==> config.mk <==
export PLATFORM = sky130hd
export DESIGN_NAME = display_spi_queue_flat
export DESIGN_NICKNAME = d
export VERILOG_FILES = /design/src/rtl/display_spi_queue_if.sv /design/src/rtl/display_spi_queue.sv /design/src/flat_wrapper.sv
export SDC_FILE = /design/constraint.sdc
export NUM_CORES = 1
export LEC_CHECK = 0
export ABC_AREA = 1
export CORE_AREA = 4 4 131 164
export DETAILED_ROUTE_END_ITERATION = 8
export DIE_AREA = 0 0 135 168
export PLACE_DENSITY = 0.77
export SLEW_MARGIN = 0
export SYNTH_ARGS = -nofsm -noshare
export SYNTH_HDL_FRONTEND = slang
export SYNTH_SLANG_ARGS = --single-unit
==> constraint.sdc <==
create_clock -name clk -period 4.75 [get_ports clk]
set_clock_uncertainty 0.1 [all_clocks]
set_input_delay 0.95 -clock clk [delete_from_list [all_inputs] [get_ports clk]]
set_output_delay 0.95 -clock clk [all_outputs]
set_load 0.01 [all_outputs]
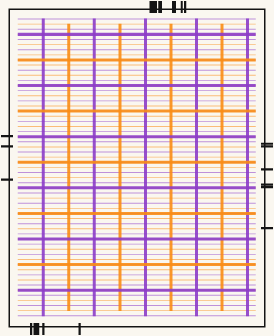
Figure 1: run 1, supply network.
Pins as bars on the die edge.
VDD -> orange
VSS -> purple
signal pins = 25
met4 straps = 9
Die Ht: 168 um
peak supply drop: 0.342 mV

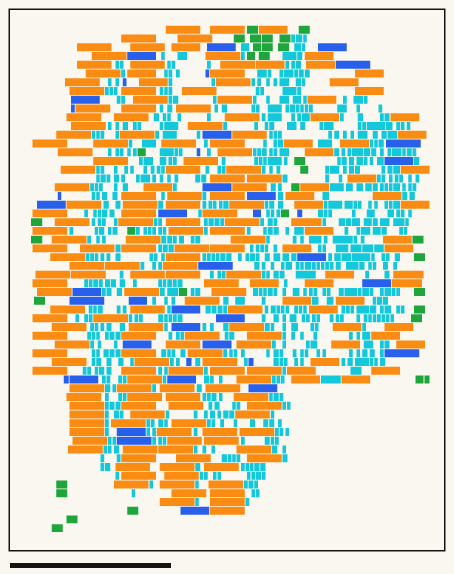
Figure 2: run 1, placement by cell class.
Bar = 50 um.
remaining buffers and delay cells -> green  # cells 33, share of their area 2.8%
clock drivers and dummy loads -> blue  # cells 40, share of their area 7.6%
sequential cells -> orange  # cells 208, share of their area 56%
combinational and other logic -> cyan  # cells 776, share of their area 34%
final instance area: 11100 um^2
row cnt: 58
core area: 20000 um^2

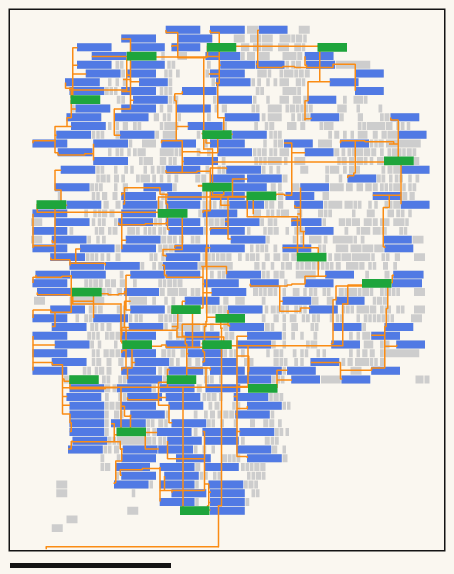
Figure 3: run 1, routed clock nets over the placement.
Bar = 50 um.
clock drivers -> green  # count 22
clock wires -> orange  # length 2410 um
flip-flops -> blue  # count 208
routed clock nets = 23
Clk. pwr: 0.00192 W
clk_lat worst skew: 500 ps

==> impl_metrics.ini, run 1 <==
; yosys + openroad results
[status]
status = complete, no violations

[pwr]
powerDensity_nw_per_um2 = 606
p_leak_nw = 4.79
total_power_w = 0.00671

[place]
port_buffers = 24
place_hpwl_um = 13900
place_ws_ps = 1150
dp.cells = 1287
routabilityCongestion = 0.887
post_dp_cell_area_um2 = 10200

[sta]
setup_tns_ps = 0
post-route-period-util_pct = 66.9
setup-violations-final = 0
rsz0062_at_grt = no
hold_ws_ps = 359
max_slew_margin_pct = 24.8
tightest_slew_ps = 1130
hold_viol = 0
layout_min_cycle_time_ps = 3180
maxSlewViolCount = 0
finalWorstSetupSlack_ps = 1570
fmax_ghz = 0.315

[final_layout]
final_core_util_pct = 55.4
largest_register_ffs = 160
layout_top_cells = nand2_1, edfxtp_1, inv_1, nand3_1, nor2_1
fin_cells = 1327
antenna_cells = 0
lay_top_count = nand2_1
synthToLayoutAreaGrowth_pct = 12.6
layout.nets = 1067
drive_gt1_share_pct = 7.47

[grt]
grt_pass1_wl_um = 34900
antenna_found_initial = 0
grt_pass1_vias = 6852
grt_max_degree = 84
overflow = 0
grt_usage_pct = 19.5

[critical_path]
rrSetupSlack_ps = 2010
worstPathCellList = nor2_1, nand4_1, nor2_4, clkdlybuf4s50_1
required_ps = 3700
worst_setup_path_end_kind = primary output
arrival_ps = 2130
startpoint_type = flip-flop
crit_type = flip-flop to primary output
slowest_stage = clkdlybuf4s50_1
path_buffers = 1
rr_worst_depth = 11
crit_path_max_incr_delay_ps = 560
crit_cells = 4
path_max_fanout = 5
cpLargestDelayFamily = simple AND/OR/NAND/NOR gates

[route]
wirelength_um = 22100
wl_per_cell_um = 16.7
drc = 0
drt-pass1-iter-count = 5
drtAntennaViolNets = 0
vias = 7022
via_per_inst = 5.29
drtIter0Drc = 655

[cts]
postCtsHoldBufs = 0
cts_made_buffers = 22
cts-resized-gates = 0
clkSinkCount = 208
cts_tree = built
clockRootBuffer = clkbuf_16
clk_path_buf_depth = 3
cts_max_level = 1
clkTransAtPathRegs_ps = 60
cts_setup_buffers = 0

[job]
cap_violations = 0
tool_warnings = 32

[floorplan]
die_w_um = 135
die-area_um2 = 22700
ios = 25
initial_core_util_pct = 49.2

[yosys]
syn_nets = 1048
yosysChipArea_um2 = 9830
seq_area_frac_synth_pct = 61.1
ys_ff = 208
synth_area_per_cell_um2 = 9.61
ys_cells = 1022
synth_cells = 1022
ys_warn_count = 0
synth_cell_type_count = 38
syn-cell-area_um2 = 9830

[min_path]
hold_path_depth = 2
hp-class = flip-flop to flip-flop
-- run 1: cells in the mapped netlist, drive strengths merged --
cell type	n	share of area (%)
a21oi	9	0.50
a31oi	1	0.064
buf	37	2.2
clkbuf	1	0.038
dfrtp	46	12
dfstp	2	0.53
edfxtp	160	49
ha	13	1.7
inv	151	5.8
mux2i	1	0.10
nand2	313	12
nand3	131	7.1
nand4	22	1.4
nor2	71	3.0
nor3	12	1.0
nor4	2	0.13
o211ai	5	0.38
o21a	1	0.076
o21ai	20	1.1
o22ai	1	0.064
o31ai	3	0.23
xnor2	2	0.18
xor2	18	1.6
-- run 1: kinds of logic after synthesis --
group                    count (synthesis)  synth area share [%]
flip-flops                             208                  61.1
AND-OR/OR-AND                           40                  2.41
buffers and inverters                  189                  8.05
AND/OR/NAND/NOR                        551                  24.9
XOR/XNOR                                20                  1.78
adder cells (fa/ha/maj)                 13                  1.66
multiplexers                             1                 0.102
-- run 1: per-layer routing --
metal  global-route usage (%)  routed length, um  vias up
met2                     36.2              11800      237
met5                        0                  0        -
met1                     22.2               7940     3348
met3                     3.17               1390       66
met4                     7.72                942        0
li1                         -                  -     3371
-- run 1: cell type report --
| type | instances | area (um^2) |
|---|---|---|
| clock buffer | 27 | 591 |
| fill | 1692 | 8890 |
| sequential | 208 | 6010 |
| timing repair buffer | 33 | 303 |
| clock inverter | 13 | 228 |
| tap | 270 | 338 |
| multi-input combinational | 625 | 3030 |
| inverter | 151 | 567 |
-- run 1: power breakdown --
part	leakage, nW	total [W]	internal [W]	switching (W)
Combinational	2.34	0.00242	0.000750	0.00167
Sequential	2.06	0.00237	0.00221	0.000157
Clock	0.397	0.00192	0.00122	0.000703
Total	4.79	0.00671	0.00418	0.00253
Figure 4. The clock network (run 1).
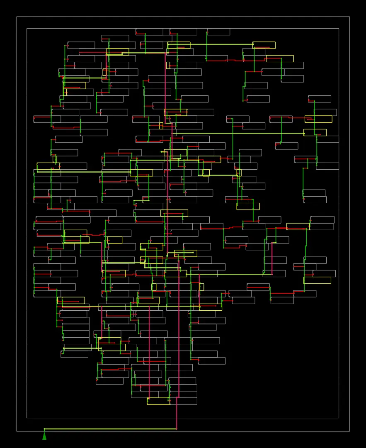

==> inputs of run 2 (changes only) <==
==> constraint.sdc (replaced) <==
create_clock -name clk -period 3 [get_ports clk]
set_clock_uncertainty 0.1 [all_clocks]
set_input_delay 0.6 -clock clk [delete_from_list [all_inputs] [get_ports clk]]
set_output_delay 0.6 -clock clk [all_outputs]
set_load 0.01 [all_outputs]
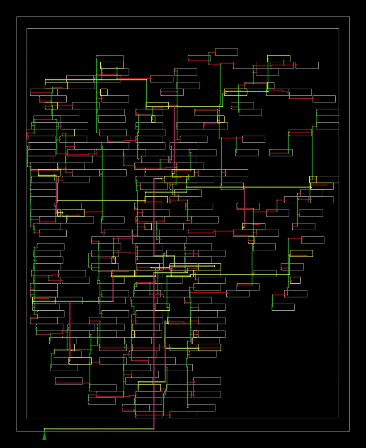
Figure 5: run 2, the clock network.
clk_lat worst skew: 520 ps
clk sink count: 208
Clk. pwr: 0.00262 W

==> run 2 against run 1 <==
  * Worst hold slack lost 250 ps
  * Via count shrank 1.2%
  * Critical path depth is the same
  * Sequential power grew 59%
  * Power grew 53%
  * Routed wire length shrank 2.4%
  * Final area grew 0.63%
  * Highest routed layer unchanged
==> impl_metrics.ini, run 2 <==
; yosys + openroad results
[yosys]
synthArstFlopShare_pct = 23.1
synth_cells = 1022
ys_cells = 1022
syn-cell-area_um2 = 9830
ff_type = edfxtp_1
syn_nets = 1048
yosys-top-cells-count = nand2_1, edfxtp_1, inv_1
yosys.area.top_type_share_pct = 48.9
synth_cell_type_count = 38
yosys.cell_count.top_type = nand2_1
synthTopCellsByArea = edfxtp_1, nand2_1, dfrtp_1
synth_area_per_cell_um2 = 9.61
ys_warn_count = 0
ys_ff = 208
edf_count = 160
yosysTopAreaCell = edfxtp_1
yosysChipArea_um2 = 9830
seq_area_frac_synth_pct = 61.1

[final_layout]
layout_top_cells = nand2_1, edfxtp_1, inv_1, nand3_1, nor2_1
largest_register_ffs = 160
layout.nets = 1090
lay_top_count = nand2_1
drive_gt1_share_pct = 9.27
synthToLayoutAreaGrowth_pct = 13.3
antenna_cells = 0

[sta]
post-route-period-util_pct = 93.8
layout_min_cycle_time_ps = 2820
rsz0062_at_grt = no
maxSlewViolCount = 0
hold_viol = 0
fmax_ghz = 0.355
setup_tns_ps = 0
max_slew_margin_pct = 51.0
setup-violations-final = 0
tightest_slew_ps = 732
hold_ws_ps = 105

[job]
cap_violations = 0
tool_warnings = 32

[route]
drt-pass1-iter-count = 7
via_per_inst = 5.14
wirelength_um = 21600
wl_per_cell_um = 16.0
vias = 6940
drtIter0Drc = 600
drc = 0
drtAntennaViolNets = 0

[place]
port_buffers = 24
place_hpwl_um = 13700
routabilityCongestion = 0.855

[grt]
grt_pass1_vias = 6989
grt_max_degree = 84
antenna_found_initial = 0
overflow = 0
grt_pass1_wl_um = 35100
grt_usage_pct = 19.5

[cts]
postCtsHoldBufs = 0
cts_tree = built
clk_path_buf_depth = 3
clockRootBuffer = clkbuf_16
cts_made_buffers = 22
cts_setup_buffers = 0
cts-resized-gates = 0
clkTransAtPathRegs_ps = 60
cts_max_level = 1

[floorplan]
die_h_um = 168
core_area_um2 = 20000
row_count = 58
die-area_um2 = 22700
ios = 25
die_w_um = 135
initial_core_util_pct = 49.2

[critical_path]
crit_cells = 4
worstPathCellList = nor2_1, nand4_1, nor2_4, clkdlybuf4s50_1
startpoint_type = flip-flop
path_max_fanout = 5
rr_worst_depth = 16
crit_path_max_incr_delay_ps = 570
cpLargestDelayFamily = simple AND/OR/NAND/NOR gates
required_ps = 2300
path_buffers = 1
crit_type = flip-flop to primary output
slowest_stage = clkdlybuf4s50_1
arrival_ps = 2120
worst_setup_path_end_kind = primary output
rrSetupSlack_ps = 340

[pwr]
powerDensity_nw_per_um2 = 924
vdd_drop_max_mv = 0.588
p_leak_nw = 4.84

[min_path]
hp-class = input pin to async pin

[status]
status = complete, no violations
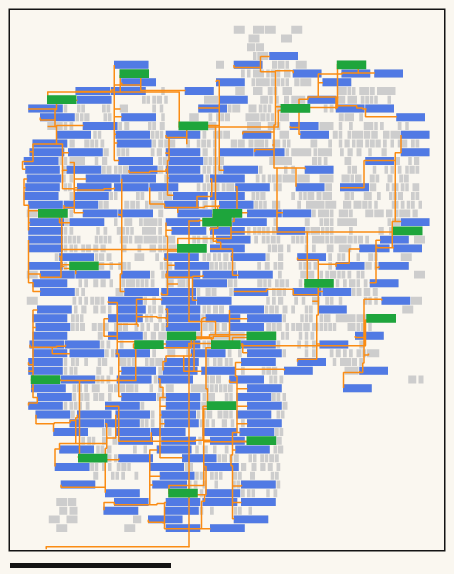
Figure 6: run 2, routed clock nets over the placement.
Bar = 50 um.
flip-flops -> blue  # count 208
clock drivers -> green  # count 22
clock wires -> orange  # length 2440 um
routed clock nets = 23
clock share of power: 25.5%

==> run 2: report_power, final <==
| group | internal [W] | switching (W) | leakage (nW) | total (W) |
|---|---|---|---|---|
| Clock | 0.00149 | 0.00113 | 0.322 | 0.00262 |
| Combinational | 0.00125 | 0.00265 | 2.46 | 0.00390 |
| Sequential | 0.00350 | 0.000257 | 2.06 | 0.00376 |
| Total | 0.00625 | 0.00403 | 4.84 | 0.0103 |
==> run 2: per-stage QoR <==
stage	cell area, um^2	setup slack, ps	util, %	total power [W]	instances
after floorplan	9830	587	-	0.00662	1022
after global placement	10400	253	52.3	0.00758	1310
after detailed placement	10400	205	52.3	0.00768	1310
after CTS	11100	169	55.8	0.0103	1349
after global routing	11100	106	55.8	0.0110	1349
final	11100	185	55.8	0.0103	1349
==> run 2: logic make-up (layout without fill, tap and decap cells) <==
| logic type | after synthesis | count (layout) | synth area share, % |
|---|---|---|---|
| simple gates | 551 | 551 | 24.9 |
| buf+inv | 189 | 246 | 8.05 |
| fa+ha+maj | 13 | 13 | 1.66 |
| compound gates | 40 | 40 | 2.41 |
| flops | 208 | 208 | 61.1 |
| xor+xnor | 20 | 20 | 1.78 |
| mux | 1 | 1 | 0.102 |
==> run 2: final cells by class <==
| cell class | count | area, um^2 |
|---|---|---|
| clock buffer | 26 | 586 |
| clock inverter | 13 | 118 |
| fill | 1681 | 8820 |
| inverter | 151 | 567 |
| multi-input combinational | 625 | 3030 |
| sequential | 208 | 6010 |
| tap | 270 | 338 |
| timing repair buffer | 56 | 488 |
==> run 2: layer usage <==
layer  vias to the layer above  global-route usage, %  routed length, um
met3                        54                   3.02               1190
met2                       180                   35.7              11300
met5                         -                      0                  0
li1                       3412                      -                  -
met4                         0                   7.28                721
met1                      3294                   22.9               8370
No activity file was given, so power comes from the tool's default toggle rates.
